===== src/rtl/pipe_stage_reg.sv =====
// pipe_stage_reg: handshaked pipeline stage register with a two-entry skid buffer.
// Sits between two CPU stages. A stall comes from backpressure. flush drops every
// held entry. Empty entries hold BUBBLE so that an idle stage presents a NOP.
//
// Ports:
//   clk        rising-edge clock
//   rst        asynchronous active-high reset
//   flush      discard all held entries at the next edge
//   in_valid   upstream payload valid
//   in_ready   stage can accept a payload (depends on registered state and rst only)
//   in_data    upstream payload
//   out_valid  out_data holds a valid payload
//   out_ready  downstream accepts this cycle
//   out_data   payload to the next stage (BUBBLE when empty)
//   occupancy  number of held entries (0, 1 or 2)
module pipe_stage_reg #(
   parameter int unsigned       DATA_W = 64,
   parameter logic [DATA_W-1:0] BUBBLE = '0
) (
   input  logic              clk,
   input  logic              rst,
   input  logic              flush,
   input  logic              in_valid,
   output logic              in_ready,
   input  logic [DATA_W-1:0] in_data,
   output logic              out_valid,
   input  logic              out_ready,
   output logic [DATA_W-1:0] out_data,
   output logic [1:0]        occupancy
);

   typedef enum logic [1:0] {
      EMPTY = 2'd0,
      ONE   = 2'd1,
      FULL  = 2'd2
   } state_t;

   state_t            state;
   logic [DATA_W-1:0] mainReg;
   logic [DATA_W-1:0] skidReg;
   logic              inFire;
   logic              outFire;

   // Handshake outputs come from registered state only; there is no path from out_ready or in_valid.
   assign in_ready  = ~rst & (state != FULL);
   assign out_valid = (state != EMPTY);
   assign out_data  = mainReg;
   assign inFire    = in_valid & in_ready;
   assign outFire   = out_valid & out_ready;

   // Entry count decoded from the state.
   always_comb begin
      occupancy = 2'd0;
      unique case (state)
         EMPTY:   occupancy = 2'd0;
         ONE:     occupancy = 2'd1;
         FULL:    occupancy = 2'd2;
         default: occupancy = 2'd0;
      endcase
   end

   // Stage control. main always holds the older entry. Flush has priority over
   // everything else. An out_fire in the same cycle still completes, because
   // downstream already owns that payload.
   always_ff @(posedge clk or posedge rst) begin
      if (rst) begin
         state   <= EMPTY;
         mainReg <= BUBBLE;
         skidReg <= BUBBLE;
      end else if (flush) begin
         state   <= EMPTY;
         mainReg <= BUBBLE;
         skidReg <= BUBBLE;
      end else begin
         unique case (state)
            EMPTY: begin
               if (inFire) begin
                  mainReg <= in_data;
                  state   <= ONE;
               end
            end
            ONE: begin
               if (inFire && outFire) begin
                  mainReg <= in_data;
               end else if (inFire) begin
                  skidReg <= in_data;
                  state   <= FULL;
               end else if (outFire) begin
                  mainReg <= BUBBLE;
                  state   <= EMPTY;
               end
            end
            FULL: begin
               // in_ready is low here, so only the drain side can move.
               if (outFire) begin
                  mainReg <= skidReg;
                  skidReg <= BUBBLE;
                  state   <= ONE;
               end
            end
            default: begin
               state   <= EMPTY;
               mainReg <= BUBBLE;
               skidReg <= BUBBLE;
            end
         endcase
      end
   end

endmodule


===== config.mk =====
export PLATFORM = sky130hd
export DESIGN_NAME = pipe_stage_reg
export DESIGN_NICKNAME = d
export VERILOG_FILES = /design/src/rtl/pipe_stage_reg.sv
export SDC_FILE = /design/constraint.sdc
export NUM_CORES = 1
export LEC_CHECK = 0
export CORE_ASPECT_RATIO = 0.6
export CORE_UTILIZATION = 45
export DETAILED_ROUTE_END_ITERATION = 8
export PLACE_DENSITY = 0.75
export SYNTH_ARGS = -nofsm -noshare
export SYNTH_HDL_FRONTEND = slang
export SYNTH_SLANG_ARGS = --single-unit

===== constraint.sdc =====
create_clock -name clk -period 3.7 [get_ports clk]
set_input_delay 0.37 -clock clk [delete_from_list [all_inputs] [get_ports clk]]
set_output_delay 0.37 -clock clk [all_outputs]
set_load 0.02 [all_outputs]

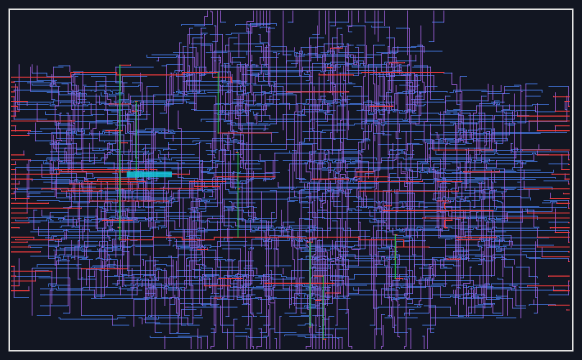
**Above:** run 1 (signal wires by layer).
layer	color	wire length
met4	green	166 microns
met1	blue	8300 microns
met2	purple	7700 microns
met3	red	1110 microns
met5	cyan	11.0 microns
average wire per standard cell: 17.8 microns
Vias: 5502
GRT Overall Usage: 24.4%
Total Wirelength: 17300 microns

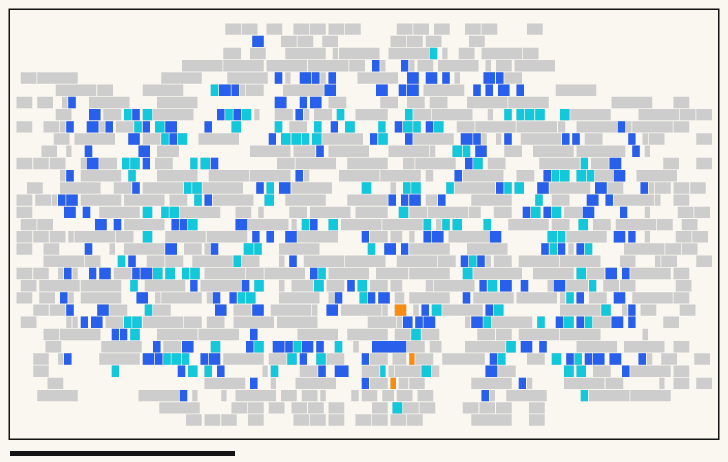
**Above:** run 1 (gate-type map).
Scale bar: 50 microns.
family	color	cells	most used
NAND gates	cyan	132	nand2b_1
inverting AOI/OAI gates	blue	196	a21oi_1
inverters	orange	3	inv_1

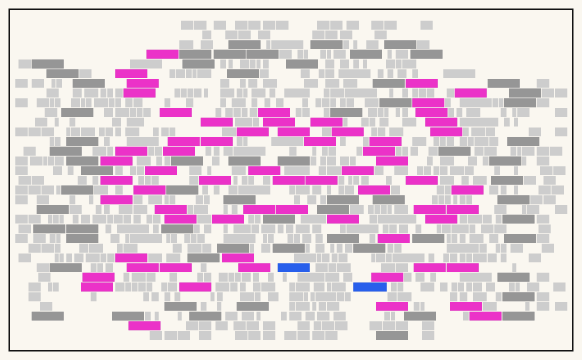
**Above:** run 1 (register map, names as in the netlist).
Other sequential cells in the stronger gray, the rest of the logic in the fainter gray.
name in the netlist	color	sequential cells
state	blue	2
skidReg	magenta	64
not colored	64
end-of-flow core utilization: 61.4%
sequential power: 1.61 mW

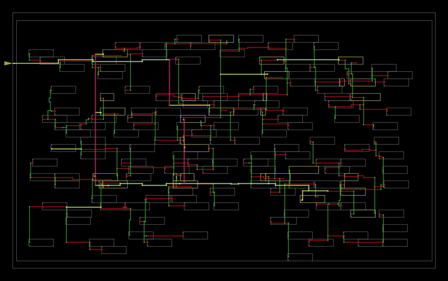
**Above:** run 1 (clock nets).
count of flip-flops and latches: 130
clock insertion delay at the later pin of the skew report: 0.42 ns
total of clock buffers placed in the layout: 26
clock buffers created by TritonCTS: 17
total clock sinks: 130

==> impl_summary.log, run 1 <==
[metrics] run summary
[metrics] count of pins over their slew limit: 0
[metrics] detailed router's first-iteration violation count: between 400 and 500
[metrics] maximum number of pins on one net before global-route repair: roughly 100
[metrics] final clock period utilization by the worst path: about 73%
[metrics] gr ovfl total: 0
[metrics] number of fillers in the final layout: between 1000 and 1500
[metrics] number of standard cells after synthesis: ~670
[metrics] number of distinct library cells after synthesis: 28
[metrics] top-count cell post-synth: sky130_fd_sc_hd__dfrtp_1
[metrics] Critical Path RT: 3.33 ns
[metrics] Synth Register Bits: 130
[metrics] chip width: around 160 microns
[metrics] arrival time worst endpoint: 2.33 ns
[metrics] via count of the first global-routing pass: between 5000 and 6000
[metrics] total tool warning count: 26
[metrics] area of the chip: 0.0150 sq mm
[metrics] placer congestion estimate: a little over 0.8
[metrics] TritonCTS clock tree: done
[metrics] Die Span Y: around 95 microns
[metrics] first-pass GRT wire length: ~28000 microns
[metrics] floorplan core area: about 0.014 sq mm
[metrics] post-cts resize count: 0
[metrics] clock transition at the registers of the reported paths: around 0.050 ns
[metrics] ratio of routed vias to standard cells: between 5 and 6
[metrics] total negative setup slack: 0 ns
[metrics] input/output buffers: around 140
[metrics] category of the most critical setup path: reg -> out
[metrics] drt first pass iters: 5
[metrics] status: finished, final reports clean
[metrics] library cell used as clock root buffer: sky130_fd_sc_hd__clkbuf_16
[metrics] Total Power Consumption: about 4 mW
[metrics] RSZ-0062 raised after global routing: no
[metrics] async set-reset flop share out of synthesis: 100%
[metrics] area reported by Yosys stat: approximately 0.0065 sq mm
[metrics] type of origin of the critical path: flop
[metrics] most area-consuming cells after synthesis: sky130_fd_sc_hd__dfrtp_1 50%, sky130_fd_sc_hd__mux2_2 11%, sky130_fd_sc_hd__a22oi_1 7.2%
[metrics] fraction of final layout cells sized beyond drive strength 1: between 10 and 15%
[metrics] critical path peak fanout: 33
[metrics] Leakage Power: between 3 and 4 nW
[metrics] total nets after synthesis: between 700 and 800
[metrics] post-synth tally of flip-flops with integrated enable: 0
[metrics] antenna violations before repair: 1
[metrics] # rows: 33
[metrics] buffers from clock root to sink, at most: 2
[metrics] leading post-synthesis cells by instance count: 130 x sky130_fd_sc_hd__dfrtp_1, 68 x sky130_fd_sc_hd__nor2_1, 67 x sky130_fd_sc_hd__nand2b_1
[metrics] number of primary I/O pins: roughly 140
[metrics] Seq share, synth: about half
[metrics] syn avg cell area: between 9 and 10 sq um
[metrics] Finish-stage setup viols: 0
[metrics] Worst Clk Skew: 0.00700 ns
[metrics] relative slew slack: a little over a quarter
[metrics] library cell occupying the most area in the post-synthesis netlist: sky130_fd_sc_hd__dfrtp_1
[metrics] worst hold margin: about 0.5 ns
[metrics] Setup Buffers After CTS: 0
[metrics] area share of the leading cell type in the synthesized netlist: around 50%
[metrics] total of warnings raised by yosys: 0
[metrics] final critical-path required period: about 2.7 ns
[metrics] number of cells in the yosys synthesis report: 665
[metrics] total half-perimeter wirelength after legalization and detailed placement: 10700 microns
[metrics] remaining antenna violation count: 0
[metrics] placed cell area: ~0.0080 sq mm
[metrics] initial core utilization: 47.0%
[metrics] Final Hold Viols: 0
[metrics] maximum clock frequency: around 370 MHz
[metrics] net total in the final layout: about 840
[metrics] Slew @ Worst Pin: between 1 and 1.5 ns
[metrics] total non-filler cell area in the finished layout: ~0.0085 sq mm
-- run 1: metal layers --
layer / vias up / GRT usage [%] / routed length [microns] / share of wire [%]
met5: - / 0 / 11 / 0.064
met4: 2 / 7.20 / 165 / 0.95
met3: 19 / 6.50 / 1110 / 6.4
met2: 198 / 35.8 / 7700 / 45
met1: 2701 / 35.1 / 8300 / 48
li1: 2582 / - / - / -
-- run 1: final cells by class --
| cell class | instances | area [sq um] | share of cell area (%) |
|---|---|---|---|
| flip-flops and latches | 130 | 3250 | 38.1 |
| multi-input cells | 471 | 3000 | 35.1 |
| clock inverters | 5 | 75.1 | 0.879 |
| well taps | 192 | 240 | 2.81 |
| clock buffers | 26 | 499 | 5.84 |
| inverters | 3 | 15.0 | 0.176 |
| repair buffers | 145 | 1460 | 17.1 |
-- run 1: placed cells by master (no fill, tap or decap), drive strengths merged --
master         count
buf               10
mux2              65
nor2b              1
a32oi              1
o21ai             64
or2                1
dfrtp            130
nand2              1
or3b               1
inv                2
nor4b              1
nor3               2
nor2              70
clkbuf            26
a22oi             63
clkinvlp           1
a31oi              2
clkinv             3
o22a               1
bufinv             2
nand3             64
nor3b              1
a21oi             66
clkdlybuf4s50    135
nand2b            67
-- run 1: logic make-up after synthesis --
logic type / Yosys count / share of synthesized area (%)
compound gates: 197 / 17.6
buf+inv: 64 / 4.96
flops: 130 / 49.7
mux: 65 / 11.2
simple gates: 209 / 16.5
-- run 1: power breakdown --
part           internal, mW  switching [mW]  leakage (nW)  total (mW)
combinational         0.371           0.425          1.47       0.796
clock                  1.06           0.592         0.284        1.65
sequential             1.53          0.0788          1.70        1.61
-- run 1: metrics by stage --
stage / instances / worst slack (ns)
2_1_floorplan: 665 / 0.933
3_3_place_gp: 941 / 1.02
3_5_place_dp: 941 / 0.903
4_1_cts: 972 / 1.01
5_1_grt: 972 / 0.877
6_report: 972 / 0.996
-- run 1: path summary, 6_finish.rpt --
kind / startpoint / to / slack, ns / depth (start not counted)
worst max-delay path: state[1] / occupancy[1] / 1.0 / 3
worst min-delay path: rst / skidReg[61] / 0.49 / 2
worst max register to register: state[1] / out_data[37] / 1.07 / 6
worst min register to register: skidReg[23] / skidReg[23] / 0.53 / 2
max in group asynchronous: rst / out_data[20] / 2.28 / 3
min in group clk: skidReg[23] / skidReg[23] / 0.53 / 2
-- run 1: state kept, by name (all words and copies together), names as in the netlist --
name / count
out_data: 64
skidReg: 64
state: 2
-- run 1: critical path, cell delays in order (launching register included) --
cell and delay (ns):
sky130_fd_sc_hd__dfrtp_2 0.84, sky130_fd_sc_hd__inv_1 0.19, sky130_fd_sc_hd__nor2_1 0.23, sky130_fd_sc_hd__clkdlybuf4s50_1 0.67
==> inputs of run 2 (changes only) <==
==> constraint.sdc (replaced) <==
create_clock -name clk -period 2.2 [get_ports clk]
set_input_delay 0.22 -clock clk [delete_from_list [all_inputs] [get_ports clk]]
set_output_delay 0.22 -clock clk [all_outputs]
set_load 0.02 [all_outputs]
==> impl_summary.log, run 2 <==
[metrics] run summary
[metrics] clock transition at the registers of the reported paths: 0.06 ns (was 0.05 ns)
[metrics] detailed router's first-iteration violation count: 437 (was 408)
[metrics] clock insertion delay at the later pin of the skew report: 0.41 ns (was 0.42 ns)
[metrics] placed cell area: 0.00811 sq mm (was 0.00797 sq mm)
[metrics] stages on the worst setup path: 3 (unchanged)
[metrics] library cell occupying the most area in the post-synthesis netlist: sky130_fd_sc_hd__dfrtp_1 (unchanged)
[metrics] maximum clock frequency: 481 MHz
[metrics] async set-reset flop share out of synthesis: 100% (unchanged)
[metrics] end-of-flow core utilization: 62.9% (was 61.4%)
[metrics] Slew @ Worst Pin: 0.619 ns (was 1.10 ns)
[metrics] number of DRC violations after detailed routing: 0 (unchanged)
[metrics] critical path peak fanout: 4 (was 33)
[metrics] gr ovfl total: 0 (unchanged)
[metrics] status: finished, final reports clean (unchanged)
[metrics] ratio of routed vias to standard cells: 5.66 (about the same)
[metrics] total tool warning count: 29 (was 26)
[metrics] drt first pass iters: 5 (unchanged)
[metrics] Worst Hold Class: in -> reg (was in -> async)
[metrics] Vias: 5566 (was 5502)
[metrics] category of the most critical setup path: reg -> out (unchanged)
[metrics] top-count cell post-synth: sky130_fd_sc_hd__dfrtp_1 (unchanged)
[metrics] total nets after synthesis: 734 (unchanged)
[metrics] Critical Path RT: 1.98 ns (was 3.33 ns)
[metrics] post-placement setup slack: 0.0778 ns (was 0.903 ns)
[metrics] library cell used as clock root buffer: sky130_fd_sc_hd__clkbuf_16 (unchanged)
[metrics] Seq share, synth: 49.7% (unchanged)
[metrics] post-synth tally of flip-flops with integrated enable: 0 (unchanged)
[metrics] clock buffers created by TritonCTS: 17 (unchanged)
[metrics] total of warnings raised by yosys: 0 (unchanged)
[metrics] via count of the first global-routing pass: 5468 (was 5330)
[metrics] net total in the final layout: 848 (was 837)
[metrics] syn avg cell area: 9.83 sq um (unchanged)
[metrics] commonest cells after routing, fill and taps aside: 135 x sky130_fd_sc_hd__clkdlybuf4s50_1, 128 x sky130_fd_sc_hd__dfrtp_1, 67 x sky130_fd_sc_hd__nand2b_1, 67 x sky130_fd_sc_hd__nor2_1, 66 x sky130_fd_sc_hd__a21oi_1 (was 135 x sky130_fd_sc_hd__clkdlybuf4s50_1, 129 x sky130_fd_sc_hd__dfrtp_1, 67 x sky130_fd_sc_hd__nand2b_1, 67 x sky130_fd_sc_hd__nor2_1, 66 x sky130_fd_sc_hd__a21oi_1)
[metrics] worst-path cell with the longest stage delay: sky130_fd_sc_hd__clkdlybuf4s50_1 (was sky130_fd_sc_hd__dfrtp_2)
[metrics] floorplan core area: 0.0139 sq mm (unchanged)
[metrics] type of origin of the critical path: flop (unchanged)
[metrics] Total Wirelength: 17400 microns (was 17300 microns)
[metrics] RSZ-0062 raised after global routing: no (unchanged)
[metrics] Finished Layout Cells: 984 (was 972)
[metrics] count of placed standard cells including taps: 949 (was 941)
[metrics] buffers from clock root to sink, at most: 2 (unchanged)
[metrics] number of distinct library cells after synthesis: 28 (unchanged)
[metrics] biggest cell delay along the critical path: 0.62 ns (was 0.84 ns)
[metrics] total clock sinks: 130 (unchanged)
[metrics] Synth Register Bits: 130 (unchanged)
[metrics] area reported by Yosys stat: 0.00654 sq mm (unchanged)
[metrics] relative slew slack: 58.7% (was 26.6%)
[metrics] Worst Clk Skew: 0.00790 ns (was 0.00700 ns)
[metrics] average wire per standard cell: 17.7 microns (was 17.8 microns)
[metrics] count of pins over their slew limit: 0 (unchanged)
[metrics] Total Power Consumption: 7.02 mW (was 4.06 mW)
[metrics] final critical-path required period: 2.08 ns
[metrics] initial core utilization: 47.0% (unchanged)
[metrics] most frequent standard cell in the layout excluding fill and tap cells: sky130_fd_sc_hd__clkdlybuf4s50_1 (unchanged)
[metrics] placer congestion estimate: 0.820 (was 0.817)
[metrics] number of primary I/O pins: 137 (unchanged)
[metrics] GRT Overall Usage: 24.6% (was 24.4%)
[metrics] Worst Slack Setup Final: 0.122 ns (was 0.996 ns)
[metrics] antenna violations before repair: 0 (was 1)
[metrics] area of the chip: 0.0150 sq mm (unchanged)
[metrics] Leakage Power: 3.54 nW (was 3.46 nW)
[metrics] first-pass GRT wire length: 28300 microns (was 27900 microns)
[metrics] # rows: 33 (unchanged)
[metrics] Finish-stage setup viols: 0 (unchanged)
[metrics] number of cells in the yosys synthesis report: 665 (unchanged)
[metrics] crit path cell chain: nand2b_1 > inv_1 > clkdlybuf4s50_1 (was inv_1 > nor2_1 > clkdlybuf4s50_1)
[metrics] total half-perimeter wirelength after legalization and detailed placement: 10900 microns (was 10700 microns)
[metrics] input/output buffers: 136 (unchanged)
[metrics] fraction of final layout cells sized beyond drive strength 1: 16.3% (was 14.2%)
[metrics] most area-consuming cells after synthesis: sky130_fd_sc_hd__dfrtp_1 50%, sky130_fd_sc_hd__mux2_2 11%, sky130_fd_sc_hd__a22oi_1 7.2% (unchanged)
[metrics] Reg2Reg Depth: 7 (was 6)
[metrics] arrival time worst endpoint: 1.86 ns (was 2.33 ns)
[metrics] final clock period utilization by the worst path: 94.5%
[metrics] cell family with the largest share of critical-path delay: buffers and inverters (unchanged)
[metrics] Final Hold Viols: 0 (unchanged)
[run 2: logic make-up after synthesis]
| group | Yosys count | share of synthesized area, % |
|---|---|---|
| AND/OR/NAND/NOR | 209 | 16.5 |
| AND-OR/OR-AND | 197 | 17.6 |
| flip-flops | 130 | 49.7 |
| multiplexers | 65 | 11.2 |
| buffers and inverters | 64 | 4.96 |
[run 2: area by class of cell]
| cell class | instances | area [sq um] | area share (%) |
|---|---|---|---|
| clock buffer | 20 | 467 | 5.33 |
| multi-input combinational | 471 | 3000 | 34.3 |
| clock inverter | 12 | 155 | 1.77 |
| inverter | 3 | 15.0 | 0.172 |
| tap | 192 | 240 | 2.75 |
| timing repair buffer | 156 | 1620 | 18.5 |
| sequential | 130 | 3260 | 37.2 |
[run 2: stage by stage]
stage,hold WS [ns],setup TNS [ns]
final,0.211,0
after detailed placement,0.518,0
after floorplan,0.293,-0.417
after global placement,0.507,0
after CTS,0.186,0
after global routing,0.230,0
[run 2: final timing paths]
path	startpoint	to	slack, ns
max in group asynchronous	rst	out_data[1]	1.25
max reg2reg	state[1]	out_data[47]	0.23
min reg2reg	out_data[57]	out_data[57]	0.53
min	flush	state[0]	0.21
max	state[1]	occupancy[0]	0.12
min in group asynchronous	rst	skidReg[52]	0.40
[run 2: routing by layer]
metal | vias up | track usage [%] | part of all wire [%]
met5 | - | 0 | 0
met4 | 0 | 6.88 | 1.2
met3 | 22 | 6.50 | 8.1
met2 | 238 | 36.3 | 43
met1 | 2705 | 35.5 | 47
li1 | 2601 | - | -
[run 2: worst reg2reg max path: stages, from the launching register on]
cell and delay, ns:
sky130_fd_sc_hd__dfrtp_2 0.43, sky130_fd_sc_hd__buf_4 0.15, sky130_fd_sc_hd__buf_4 0.17, sky130_fd_sc_hd__nor4b_1 0.49, sky130_fd_sc_hd__a31oi_4 0.09, sky130_fd_sc_hd__buf_12 0.22
sky130_fd_sc_hd__nor2_1 0.19, sky130_fd_sc_hd__a21oi_1 0.07
[run 2: power breakdown]
group	internal (mW)	switching, mW
Sequential	2.58	0.126
Clock	1.87	1.07
Combinational	0.644	0.727
Total	5.10	1.92
[run 2: timing repair]
item / 4_1_cts / 5_1_grt
setup endpoints to repair: 3 / 1
buffers inserted: 3 / 0
gates resized: 0 / 1
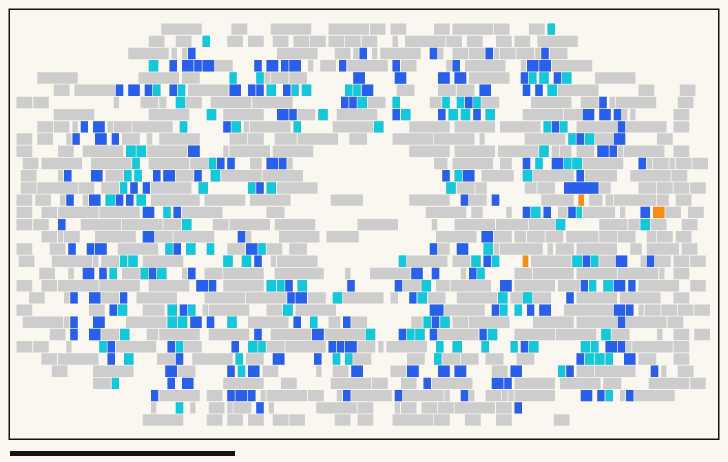
**Above:** run 2 (gate-type map).
Scale bar: 50 microns.
family	color	cells	most used
inverting AOI/OAI gates	blue	196	a21oi_1
inverters	orange	3	inv_1
NAND gates	cyan	132	nand2b_1

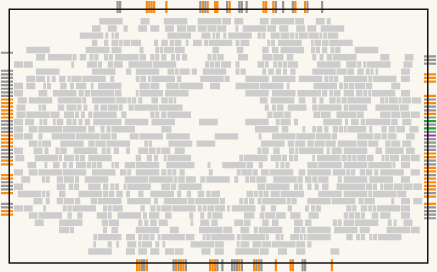
**Above:** run 2 (ports around the boundary).
Pins as bars across the die edge, other pins in gray.
port	color	pins	direction	edge
occupancy	green	2	output	right
in_data	orange	64	input	17 left, 16 bottom, 16 right, 15 top
in_ready	purple	1	output	right
Die Span Y: 95.4 microns
chip width: 158 microns

==> inputs of run 3 (changes only) <==
--- a/config.mk
+++ b/config.mk
@@ -6,6 +6,7 @@
 export NUM_CORES = 1
 export LEC_CHECK = 0
 export CORE_ASPECT_RATIO = 0.6
+export CORE_MARGIN = 8
 export CORE_UTILIZATION = 45
 export DETAILED_ROUTE_END_ITERATION = 8
 export PLACE_DENSITY = 0.75
==> impl_summary.log, run 3 <==
[metrics] run summary
[metrics] commonest cells after routing, fill and taps aside: 135 x sky130_fd_sc_hd__clkdlybuf4s50_1, 128 x sky130_fd_sc_hd__dfrtp_1, 67 x sky130_fd_sc_hd__nor2_1 (was 135 x sky130_fd_sc_hd__clkdlybuf4s50_1, 128 x sky130_fd_sc_hd__dfrtp_1, 67 x sky130_fd_sc_hd__nand2b_1, 67 x sky130_fd_sc_hd__nor2_1, 66 x sky130_fd_sc_hd__a21oi_1)
[metrics] Seq share, synth: 49.7% (unchanged)
[metrics] total clock sinks: 130 (unchanged)
[metrics] clock buffers created by TritonCTS: 17 (unchanged)
[metrics] maximum number of pins on one net before global-route repair: 72 (was 109)
[metrics] status: finished, final reports clean (unchanged)
[metrics] Vias: 5560 (was 5566)
[metrics] Critical Path RT: 1.98 ns (about the same)
[metrics] gr ovfl total: 0 (unchanged)
[metrics] Finish-stage setup viols: 0 (unchanged)
[metrics] library cell used as clock root buffer: sky130_fd_sc_hd__clkbuf_16 (unchanged)
[metrics] Die Span Y: 109 microns (was 95.4 microns)
[metrics] number of distinct library cells after synthesis: 28 (unchanged)
[metrics] total half-perimeter wirelength after legalization and detailed placement: 11700 microns (was 10900 microns)
[metrics] chip width: 172 microns (was 158 microns)
[metrics] clock transition at the registers of the reported paths: 0.06 ns (about the same)
[metrics] relative slew slack: 63.6% (was 58.7%)
[metrics] # rows: 34 (was 33)
[metrics] buffers from clock root to sink, at most: 2 (unchanged)
[metrics] first-pass GRT wire length: 29400 microns (was 28300 microns)
[metrics] arrival time worst endpoint: 1.88 ns (was 1.86 ns)
[metrics] RSZ-0062 raised after global routing: no (unchanged)
[metrics] initial core utilization: 45.6% (was 47.0%)
[metrics] TritonCTS clock tree: done (unchanged)
[metrics] Synth Register Bits: 130 (unchanged)
[metrics] Total Power Consumption: 6.92 mW (was 7.02 mW)
[metrics] net total in the final layout: 845 (was 848)
[metrics] top-count cell post-synth: sky130_fd_sc_hd__dfrtp_1 (unchanged)
[metrics] via count of the first global-routing pass: 5651 (was 5468)
[metrics] total nets after synthesis: 734 (unchanged)
[metrics] Leakage Power: 3.51 nW (was 3.54 nW)
[metrics] final critical-path required period: 2.10 ns (was 2.08 ns)
[metrics] library cell occupying the most area in the post-synthesis netlist: sky130_fd_sc_hd__dfrtp_1 (unchanged)
[metrics] critical path peak fanout: 11 (was 4)
[metrics] worst hold margin: 0.0808 ns (was 0.211 ns)
[metrics] count of pins over their slew limit: 0 (unchanged)
[metrics] final clock period utilization by the worst path: 95.4% (was 94.5%)
[metrics] leading post-synthesis cells by instance count: 130 x sky130_fd_sc_hd__dfrtp_1, 68 x sky130_fd_sc_hd__nor2_1, 67 x sky130_fd_sc_hd__nand2b_1 (unchanged)
[metrics] number of fillers in the final layout: 1164 (was 1119)
[metrics] placer congestion estimate: 0.782 (was 0.820)
[metrics] maximum clock frequency: 476 MHz (was 481 MHz)
[metrics] ratio of routed vias to standard cells: 5.63 (was 5.66)
[metrics] input/output buffers: 136 (unchanged)
[metrics] remaining antenna violation count: 0 (unchanged)
[metrics] floorplan core area: 0.0143 sq mm (was 0.0139 sq mm)
[run 3: netlist changes by cell type in the layout (fill, tap and decap cells not counted), sizes merged]
cell / change
clkinv: +4
buf: -3
clkinvlp: -2
clkbuf: -1
inv: -1
[run 3: final timing paths]
path,from,to,cells past startpoint
min in group asynchronous,rst,state[0],3
worst min register to register,out_data[57],out_data[57],2
worst max-delay path,state[1],occupancy[0],3
worst min-delay path,flush,state[0],2
max in group asynchronous,rst,out_data[42],3
worst max register to register,state[1],out_data[30],5
[run 3: cells by family (layout without fill, tap and decap cells)]
group,count (synthesis),after routing,share of synthesized area [%]
AOI/OAI and AO/OA,197,197,17.6
buffers and inverters,64,188,4.96
DFF,130,130,49.7
muxes,65,65,11.2
and+or+nand+nor,209,209,16.5
[run 3: critical path, stage by stage, from the launching register on]
cell and delay (ns):
sky130_fd_sc_hd__dfrtp_2 0.49, sky130_fd_sc_hd__nand2b_2 0.27, sky130_fd_sc_hd__inv_1 0.10, sky130_fd_sc_hd__clkdlybuf4s50_1 0.61
[run 3: metal layers]
layer	global-route usage (%)	up-vias	routed length (microns)
li1	-	2610	-
met3	6.38	21	1480
met4	5.81	2	204
met2	32.0	184	8480
met5	0	-	13
met1	24.6	2743	7860
[run 3: cell type report]
cell class	count	share of cell area [%]
flip-flops and latches	130	37.5
clock inverters	13	1.87
repair buffers	153	18.1
multi-input cells	471	34.6
clock buffers	19	4.98
well taps	198	2.85
inverters	3	0.173
[run 3: stage by stage]
step	cells	TNS, ns	setup WS [ns]	utilization (%)	area, sq um
global placement	955	0	0.225	56.4	8090
global route	987	0	0.0305	60.6	8690
finish	987	0	0.101	60.6	8690
detailed placement	955	0	0.132	56.4	8090
CTS	987	0	0.0392	60.6	8680
floorplan	665	-0.417	-0.417	-	6540
[run 3: power by group]
part | internal [mW] | total, mW | switching [mW] | leakage (nW)
Sequential | 2.58 | 2.71 | 0.128 | 1.70
Clock | 1.78 | 2.84 | 1.06 | 0.283
Combinational | 0.641 | 1.37 | 0.729 | 1.53
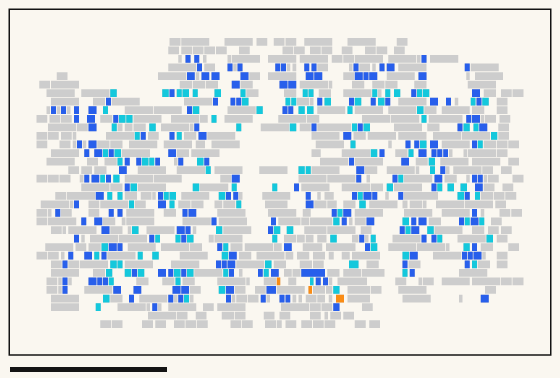
**Above:** run 3 (gate-type map).
Scale bar: 50 microns.
family	color	cells	most used
inverting AOI/OAI gates	blue	196	a21oi_1
inverters	orange	3	inv_1
NAND gates	cyan	132	nand2b_1
Finished Layout Cells: 987
most frequent standard cell in the layout excluding fill and tap cells: sky130_fd_sc_hd__clkdlybuf4s50_1
logic share of the area: 34.6%

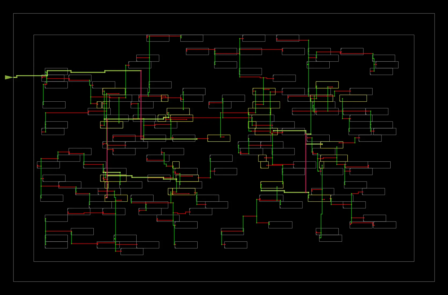
**Above:** run 3 (clock nets).
clock network power consumption: 2.84 mW
Worst Clk Skew: 0.00778 ns
clock insertion delay at the later pin of the skew report: 0.41 ns
total of clock buffers placed in the layout: 19

Power is estimated from default activity; no workload was simulated.
